--- config.mk ---
export PLATFORM = sky130hd
export DESIGN_NAME = overflow_adjust_unit
export DESIGN_NICKNAME = d
export VERILOG_FILES = /design/src/rtl/overflow_adjust_unit.sv
export SDC_FILE = /design/constraint.sdc
export NUM_CORES = 1
export LEC_CHECK = 0
export CAP_MARGIN = 5
export CELL_PAD_IN_SITES_DETAIL_PLACEMENT = 0
export CELL_PAD_IN_SITES_GLOBAL_PLACEMENT = 1
export CORE_ASPECT_RATIO = 1.1
export CORE_MARGIN = 2
export CORE_UTILIZATION = 35
export CTS_BUF_LIST = sky130_fd_sc_hd__clkbuf_4
export DETAILED_ROUTE_END_ITERATION = 6
export GPL_TIMING_DRIVEN = 0
export PLACE_DENSITY = 0.75
export RECOVER_POWER = 50
export SYNTH_ARGS = -nofsm -noshare
export SYNTH_HDL_FRONTEND = slang
export SYNTH_SLANG_ARGS = --single-unit
--- constraint.sdc ---
create_clock -name clk -period 2.4 [get_ports clk]
set_input_delay 0.48 -clock clk [delete_from_list [all_inputs] [get_ports clk]]
set_output_delay 0.48 -clock clk [all_outputs]
set_load 0.005 [all_outputs]
--- src/rtl/overflow_adjust_unit.sv ---
// Saturates wide signed column partial sums to ACCUM_WIDTH lanes (LSP/MSP) and tracks overflow status.
// Latency: 2 cycles input handshake to out_valid (S1 capture, S2 output register), 1 beat/cycle.
// Backpressure: out_ready low holds S2; S1 fills only if empty; in_ready = S1 can advance.
module overflow_adjust_unit #(
  parameter int ACCUM_WIDTH = 32,
  parameter int GUARD_BITS  = 8,
  parameter int CNT_WIDTH   = 16
) (
  input  logic                              clk,
  input  logic                              rst_n,
  input  logic                              in_valid,
  output logic                              in_ready,
  input  logic                              in_sparse_en,
  input  logic [ACCUM_WIDTH+GUARD_BITS-1:0] in_psum_lo,
  input  logic [ACCUM_WIDTH+GUARD_BITS-1:0] in_psum_hi,
  output logic                              out_valid,
  input  logic                              out_ready,
  output logic [ACCUM_WIDTH-1:0]            out_lsp,
  output logic [ACCUM_WIDTH-1:0]            out_msp,
  output logic                              out_sparse_en,
  output logic                              out_ovf_lo,
  output logic                              out_ovf_hi,
  input  logic                              clr_status,
  output logic                              ovf_sticky,
  output logic [CNT_WIDTH-1:0]              ovf_count
);

  localparam int AW = ACCUM_WIDTH;
  localparam int IW = ACCUM_WIDTH + GUARD_BITS;

  typedef struct packed {
    logic          sparse;
    logic [IW-1:0] lo;
    logic [IW-1:0] hi;
  } s1_t;

  typedef struct packed {
    logic          sparse;
    logic          ovf_lo;
    logic          ovf_hi;
    logic [AW-1:0] lsp;
    logic [AW-1:0] msp;
  } s2_t;

  // Returns {ovf, value}. The value fits when the guard bits plus the
  // result sign bit are all copies of the input sign bit.
  function automatic logic [AW:0] saturate(input logic [IW-1:0] x);
    logic [AW-1:0] v;
    logic          o;
    if (x[IW-1:AW-1] == {(GUARD_BITS+1){x[IW-1]}}) begin
      v = x[AW-1:0];
      o = 1'b0;
    end else begin
      v = x[IW-1] ? {1'b1, {(AW-1){1'b0}}} : {1'b0, {(AW-1){1'b1}}};
      o = 1'b1;
    end
    return {o, v};
  endfunction

  logic s1_valid, s2_valid;
  s1_t  s1_q;
  s2_t  s2_q, s2_next;
  logic s1_adv, s2_adv;
  logic [AW:0] sat_lo, sat_hi;
  logic [1:0]           ovf_inc;
  logic [CNT_WIDTH:0]   cnt_sum;
  logic [CNT_WIDTH-1:0] cnt_next;
  logic                 out_xfer;

  assign s2_adv   = !s2_valid || out_ready;
  assign s1_adv   = !s1_valid || s2_adv;
  assign in_ready = s1_adv;
  assign out_xfer = s2_valid && out_ready;

  // Saturate the S1 lanes; the high lane is forced to zero in dense mode.
  always_comb begin
    sat_lo         = saturate(s1_q.lo);
    sat_hi         = s1_q.sparse ? saturate(s1_q.hi) : '0;
    s2_next        = '0;
    s2_next.sparse = s1_q.sparse;
    s2_next.ovf_lo = sat_lo[AW];
    s2_next.ovf_hi = sat_hi[AW];
    s2_next.lsp    = sat_lo[AW-1:0];
    s2_next.msp    = sat_hi[AW-1:0];
  end

  // Next overflow count: add 0..2 saturated lanes, clamp at all-ones.
  always_comb begin
    ovf_inc  = {1'b0, s2_q.ovf_lo} + {1'b0, s2_q.ovf_hi};
    cnt_sum  = {1'b0, ovf_count} + {{(CNT_WIDTH-1){1'b0}}, ovf_inc};
    cnt_next = cnt_sum[CNT_WIDTH] ? {CNT_WIDTH{1'b1}} : cnt_sum[CNT_WIDTH-1:0];
  end

  // Two-stage pipeline; each stage loads only when it can advance.
  always_ff @(posedge clk) begin
    if (!rst_n) begin
      s1_valid <= 1'b0;
      s2_valid <= 1'b0;
      s1_q     <= '0;
      s2_q     <= '0;
    end else begin
      if (s2_adv) begin
        s2_valid <= s1_valid;
        if (s1_valid) s2_q <= s2_next;
      end
      if (s1_adv) begin
        s1_valid <= in_valid;
        if (in_valid) begin
          s1_q.sparse <= in_sparse_en;
          s1_q.lo     <= in_psum_lo;
          s1_q.hi     <= in_psum_hi;
        end
      end
    end
  end

  // Overflow status advances on output transfers; clear wins over increment.
  always_ff @(posedge clk) begin
    if (!rst_n) begin
      ovf_sticky <= 1'b0;
      ovf_count  <= '0;
    end else if (clr_status) begin
      ovf_sticky <= 1'b0;
      ovf_count  <= '0;
    end else if (out_xfer) begin
      if (s2_q.ovf_lo || s2_q.ovf_hi) ovf_sticky <= 1'b1;
      ovf_count <= cnt_next;
    end
  end

  assign out_valid     = s2_valid;
  assign out_lsp       = s2_q.lsp;
  assign out_msp       = s2_q.msp;
  assign out_sparse_en = s2_q.sparse;
  assign out_ovf_lo    = s2_q.ovf_lo;
  assign out_ovf_hi    = s2_q.ovf_hi;

endmodule

==> ci_impl_report.md, run 1 <==
### Yosys + OpenROAD results

| Metric | Value |
|---|---|
| Worst skew pair latency | roughly 560 ps |
| 1st-iter DRT viols | around 350 |
| Sw power | between 1 and 1.5 mW |
| Outcome | finished, final reports clean |
| Sequential share of the synthesized area | roughly half |
| Pre-CTS setup slack | -560 ps |
| FF-to-FF End | ovf_count[14] |
| Hold path cells | 3 |
| CTS tree | done |
| Final setup margin | about 140 ps |
| Mapped cell area | approximately 6700 um2 |
| RR Startpoint | out_ovf_lo |
| R2R cell count | 9 |
| Asr flop ratio synth | 0% |
| Basic Gates by Area | 23.7% |
| Max reg flops | 81 |
| Htree depth | 4 |
| Metal2 WL | ~9.0 mm |
| Seq pwr share | a little over half |
| Util after Layout | about 49% |
| Xor/xnor share | less than 1% |
| Setup crit start kind | primary input |
| Power per cell area | slightly above 600 nW/um2 |
| Number of flops mapped to enable cells by yosys | 0 |
| Worst slew margin | about half |
==> run 1: cells in the final DEF (no fill, tap or decap), types with 2 or more instances in the layout <==
cell,synthesis,final
nand4_1,10,10
and3_1,33,34
and2_1,31,31
clkdlybuf4s50_1,0,101
a31oi_1,4,4
a22oi_1,9,9
nor2b_1,2,2
clkinv_2,0,3
inv_6,0,2
buf_2,7,7
clkbuf_1,54,55
nor3_1,5,4
nor2_1,12,12
dlygate4sd3_1,0,70
xnor2_1,5,5
bufinv_16,0,3
a211oi_1,2,2
dfxtp_1,167,167
clkbuf_4,0,17
clkinvlp_4,0,2
inv_1,10,10
nand3_1,9,10
nor4_1,4,3
a21oi_1,133,132
nand3b_1,23,23
o31a_1,31,31
nand2_1,175,175
or4_1,5,5
o32ai_1,22,22
o21ai_0,11,11
or2b_1,2,2
clkinv_4,0,4
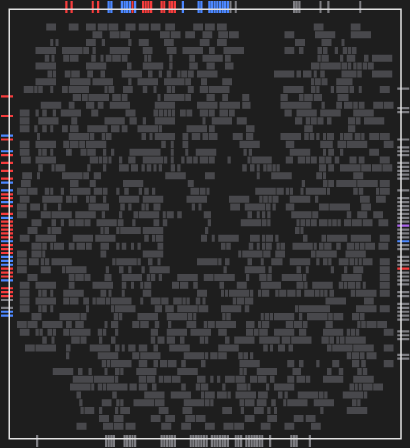
**Above:** run 1 (pin map).
Pins as bars across the die edge, other pins in gray.
color	port	pins	direction	edge
blue	out_msp	32	output	18 top, 13 left, 1 right
purple	out_valid	1	output	right
red	in_psum_hi	40	input	25 left, 14 top, 1 right
Die H: 149 um
Die W: 136 um
I/O Buffers: 171

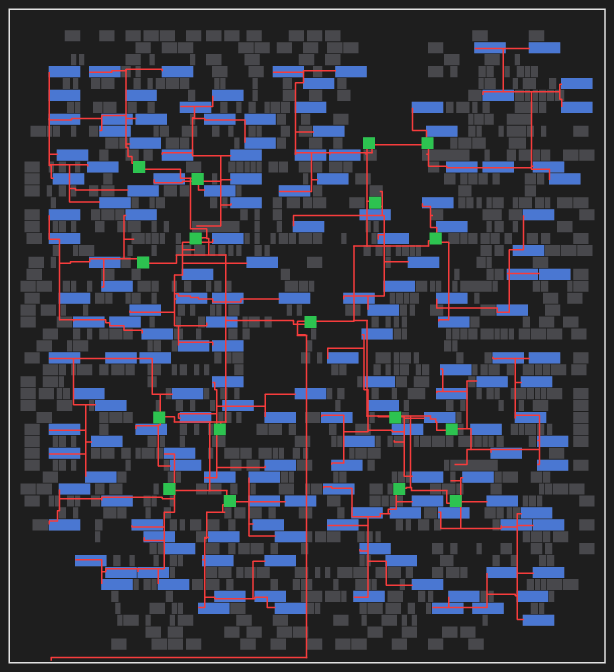
**Above:** run 1 (clock wires, drivers and flops).
[green] clock drivers | count: 17
[blue] flip-flops | count: 167
[red] clock wires | length: 2,020 um
routed clock nets	18

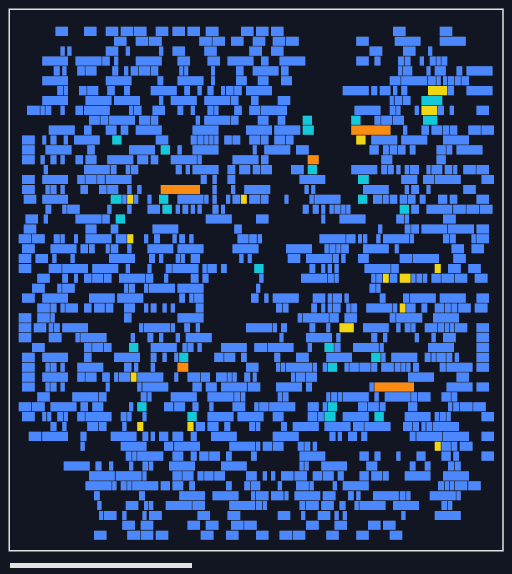
**Above:** run 1 (drive-strength map).
The bar under the picture is 50 um long.
color	size	cells
blue	_0 and _1 cells	947
orange	_6 and larger	5
cyan	_3 and _4 cells	26
yellow	_2 cells	15

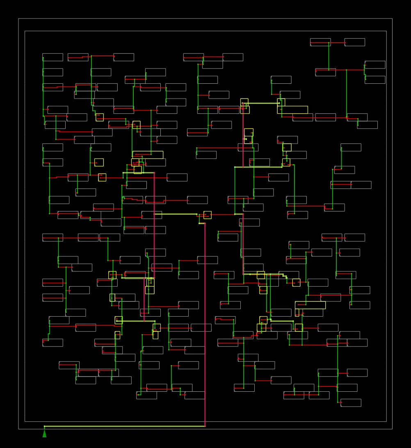
**Above:** run 1 (clock routing).
worst clock skew: 20.5 ps
Num CTS Buffers: 17

**Run 1: signal wires on met4**

The bar under the picture is 50 um long.
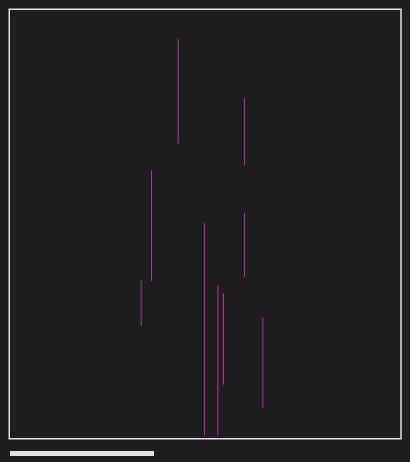

==> run 1 -> run 2 <==
- SLEW_MARGIN: not set -> 20
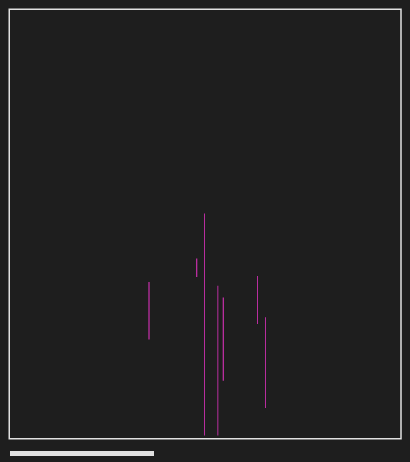
**Above:** run 2 (signal wires on met4).
The bar under the picture is 50 um long.
share of all routed wire	1.2%
nets with wire on the layer	5
longest straight run	76.8 um
wire length on this layer	231 um

==> run 2 against run 1 <==
Against the previous run: sequential power is essentially flat; synthesized area is the same; cell count is essentially flat; combinational power is essentially flat; utilization grew 0.51 points; die size is the same; critical path depth shrank 3; total power grew 7.1%; setup slack gained 20 ps; clock power grew 22%; non-clock buffer count shrank 1; largest cell class unchanged; highest routed layer unchanged.
==> ci_impl_report.md, run 2 <==
### Yosys + OpenROAD results

| Metric | Value |
|---|---|
| Outcome | finished, final reports clean |
| CTS tree | done |
| Init Core Util | ~36% |
| Worst clock skew | 11.5 ps (-9.06 ps) |
| Die H | 149 um (unchanged) |
| Final setup margin | 159 ps (+19.5 ps) |
| RSZ-0062 raised after global routing | false |
| R2R cell count | 9 (unchanged) |
| Setup crit start kind | primary input |
| Metal2 WL | 9.16 mm (+1.3%) |
| Util after Layout | 49.1% (+0.51 points) |
| Max reg flops | 81 (unchanged) |
| Pre-CTS setup slack | -434 ps (+126 ps) |
| Xor/xnor share | 0.658% (unchanged) |
| Seq pwr share | 51.3% (-3.6 points) |
| Die W | 136 um (unchanged) |
| Mapped cell area | 6660 um2 (unchanged) |
| Top cells by count | nand2_1 (175), dfxtp_1 (167), a21oi_1 (133) |
| Basic Gates by Area | 23.7% (unchanged) |
| F_max | 446 MHz |
| FF-to-FF End | ovf_count[14] |
| Sequential share of the synthesized area | 50.2% (unchanged) |
| MUX share of area | less than 1% |
| Tcrit/Tclk final | about 93% |
| Hold path cells | 3 (unchanged) |
| Sw power | 1.50 mW (+2.8%) |
| Worst skew pair latency | 550 ps (about the same) |
| Most frequent cells in the layout | nand2_1 (175), dfxtp_1 (167), a21oi_1 (132), clkdlybuf4s50_1 (104), dlygate4sd3_1 (67) |
| RR Startpoint | out_ovf_hi |
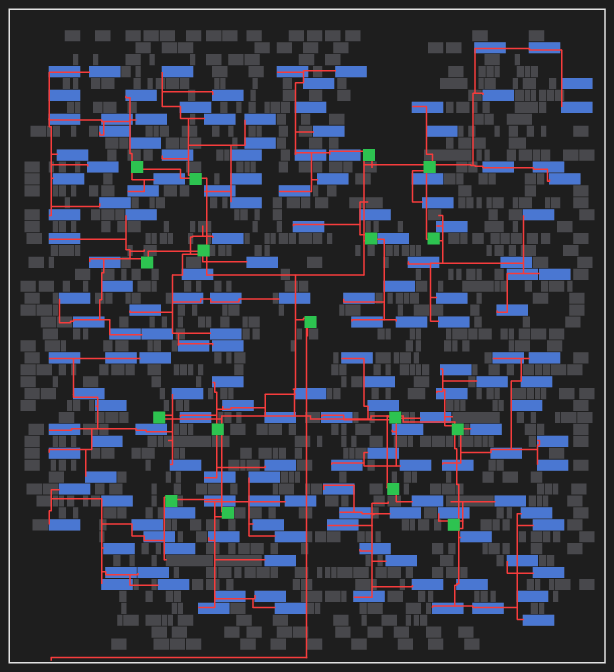
**Above:** run 2 (clock wires, drivers and flops).
[blue] flip-flops | count: 167
[red] clock wires | length: 1,990 um
[green] clock drivers | count: 17
routed clock nets	18

==> run 2: cell counts after synthesis <==
Identical to the previous run, type by type.
==> run 2: layout make-up <==
| type | count | area [um2] | share of cell area (%) |
|---|---|---|---|
| antenna | 1 | 2.50 | 0.0275 |
| tap | 243 | 304 | 3.34 |
| buffer | 61 | 238 | 2.61 |
| sequential | 167 | 3340 | 36.7 |
| timing repair buffer | 172 | 1720 | 18.9 |
| inverter | 10 | 37.5 | 0.412 |
| multi-input combinational | 550 | 3070 | 33.7 |
| clock inverter | 15 | 263 | 2.89 |
| clock buffer | 17 | 128 | 1.40 |
==> run 2: worst max path at each step <==
stage                          to  slack (ps)
global route         ovf_count[7]           6
CTS                 ovf_count[12]          40
finish                   in_ready         160
floorplan           ovf_count[12]         380
detailed placement    out_msp[16]        -430
global placement         s1_q[17]        -560
**Run 2: clock routing**

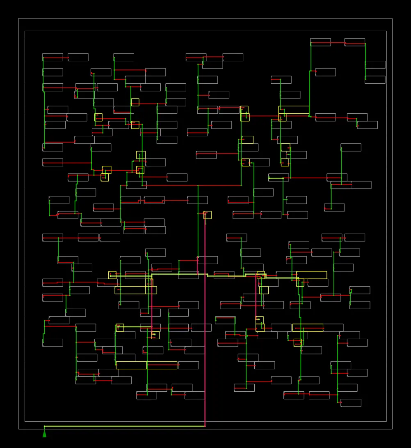

==> run 2 -> run 3 <==
- RECOVER_POWER: 50 -> 25
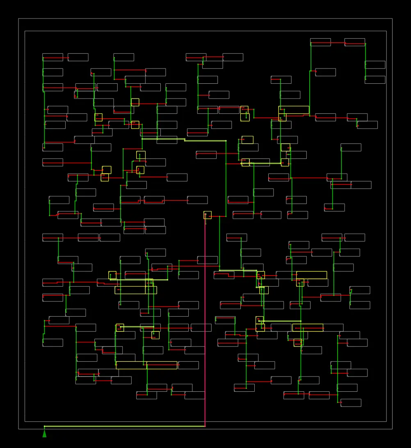
**Above:** run 3 (clock routing).
worst skew pair latency: 550 ps
# clk buffers: 17
registers: 167
worst clock skew: 13.0 ps

==> run 3 against run 2 <==
Against the previous run: cell count unchanged; largest cell class unchanged; sequential power about the same; largest power group unchanged; synthesized cell count unchanged; via count decreased by 0.26%; clock skew increased by 1.5 ps; highest routed layer unchanged; critical path depth unchanged; global-route usage unchanged; first-iteration DRC count decreased by 1.0%; non-clock buffer count unchanged; clock power about the same; cell area unchanged; sequential share of layout area unchanged.
==> ci_impl_report.md, run 3 <==
### Yosys + OpenROAD results

| Metric | Value |
|---|---|
| Outcome | finished, final reports clean |
| Multi-In Gates | 550 (unchanged) |
| Worst Setup End Kind | primary output |
| CTS tree | done |
| Xor/xnor share | 0.658% (unchanged) |
| Die H | 149 um (unchanged) |
| Inverter count | 10 (unchanged) |
| Setup crit start kind | primary input |
| Hold path cells | 2 (-1) |
| Pre-CTS setup slack | -434 ps (unchanged) |
| Most frequent cells in the layout | nand2_1 (175), dfxtp_1 (167), clkdlybuf4s50_1 (138), a21oi_1 (132), clkbuf_1 (54) |
| Basic Gates by Area | 23.7% (unchanged) |
| Flop share of the area | 36.7% (unchanged) |
| Slew Limit Fails | 0 |
| Register Area | 3340 um2 (unchanged) |
| Mapped cell area | 6660 um2 (unchanged) |
| Syn Nets | roughly 880 |
| Sequential share of the synthesized area | 50.2% (unchanged) |
| MUX share of area | 0.319% (unchanged) |
| FF-to-FF End | ovf_count[14] |
| Seq pwr share | 51.2% (about the same) |
| Die W | 136 um (unchanged) |
| Max reg flops | 81 (unchanged) |
| Logic area | 3070 um2 (unchanged) |
| RSZ-0062 raised after global routing | false |
| Routed vias/inst | a little under 5 |
| Clock-cell share of area | 4.29% (unchanged) |
| Top cells by count | nand2_1 (175), dfxtp_1 (167), a21oi_1 (133) |
| Buffering overhead | 21.5% (unchanged) |
| Setup crit end | in_ready |
| Comb area share | 33.7% (unchanged) |
| Init Core Util | 35.9% (unchanged) |
| Diode count | 1 (unchanged) |
| Final setup margin | 155 ps (-4.03 ps) |
| F_max | 446 MHz (-0.18%) |
| Largest cell class by area | sequential cells |
| Util after Layout | 49.1% (unchanged) |
| Sw power | 1.49 mW (-0.28%) |
| R2R cell count | 9 (unchanged) |
| Tcrit/Tclk final | 93.5% (+0.17 points) |
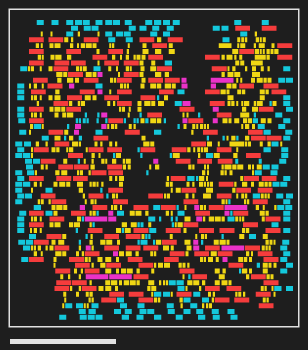
**Above:** run 3 (cell classes on the final placement).
The bar under the picture is 50 um long.
color	class	cells	share of their area
magenta	clock drivers and dummy loads	32	4.4%
red	flops	167	38%
yellow	combinational and other logic	560	35%
cyan	other buffers and delay cells	233	22%

[run 3: through the flow]
| stage | cells | instance area, um2 |
|---|---|---|
| final | 1236 | 9100 |
| after global routing | 1236 | 9100 |
| after CTS | 1234 | 9070 |
| after detailed placement | 1202 | 8680 |
| after global placement | 1202 | 8680 |
| after floorplan | 788 | 6660 |
[run 3: critical path, cell delays in order]
cell,delay (ps)
clkdlybuf4s50_1,580
nand3b_1,180
clkdlybuf4s50_1,520
[run 3: what timing repair did]
action | in CTS | in global routing
endpoints found under the setup margin | 0 | 2
gates resized | 0 | 3
setup buffers | 0 | 1
[run 3: layer usage]
layer	vias up	global-route usage, %	part of all wire, %
li1	3159	-	-
met3	8	4.33	4.2
met2	125	31.9	48
met5	-	0	0
met4	0	5.68	0.98
met1	2836	25.3	47
Power and IR drop assume default switching activity.
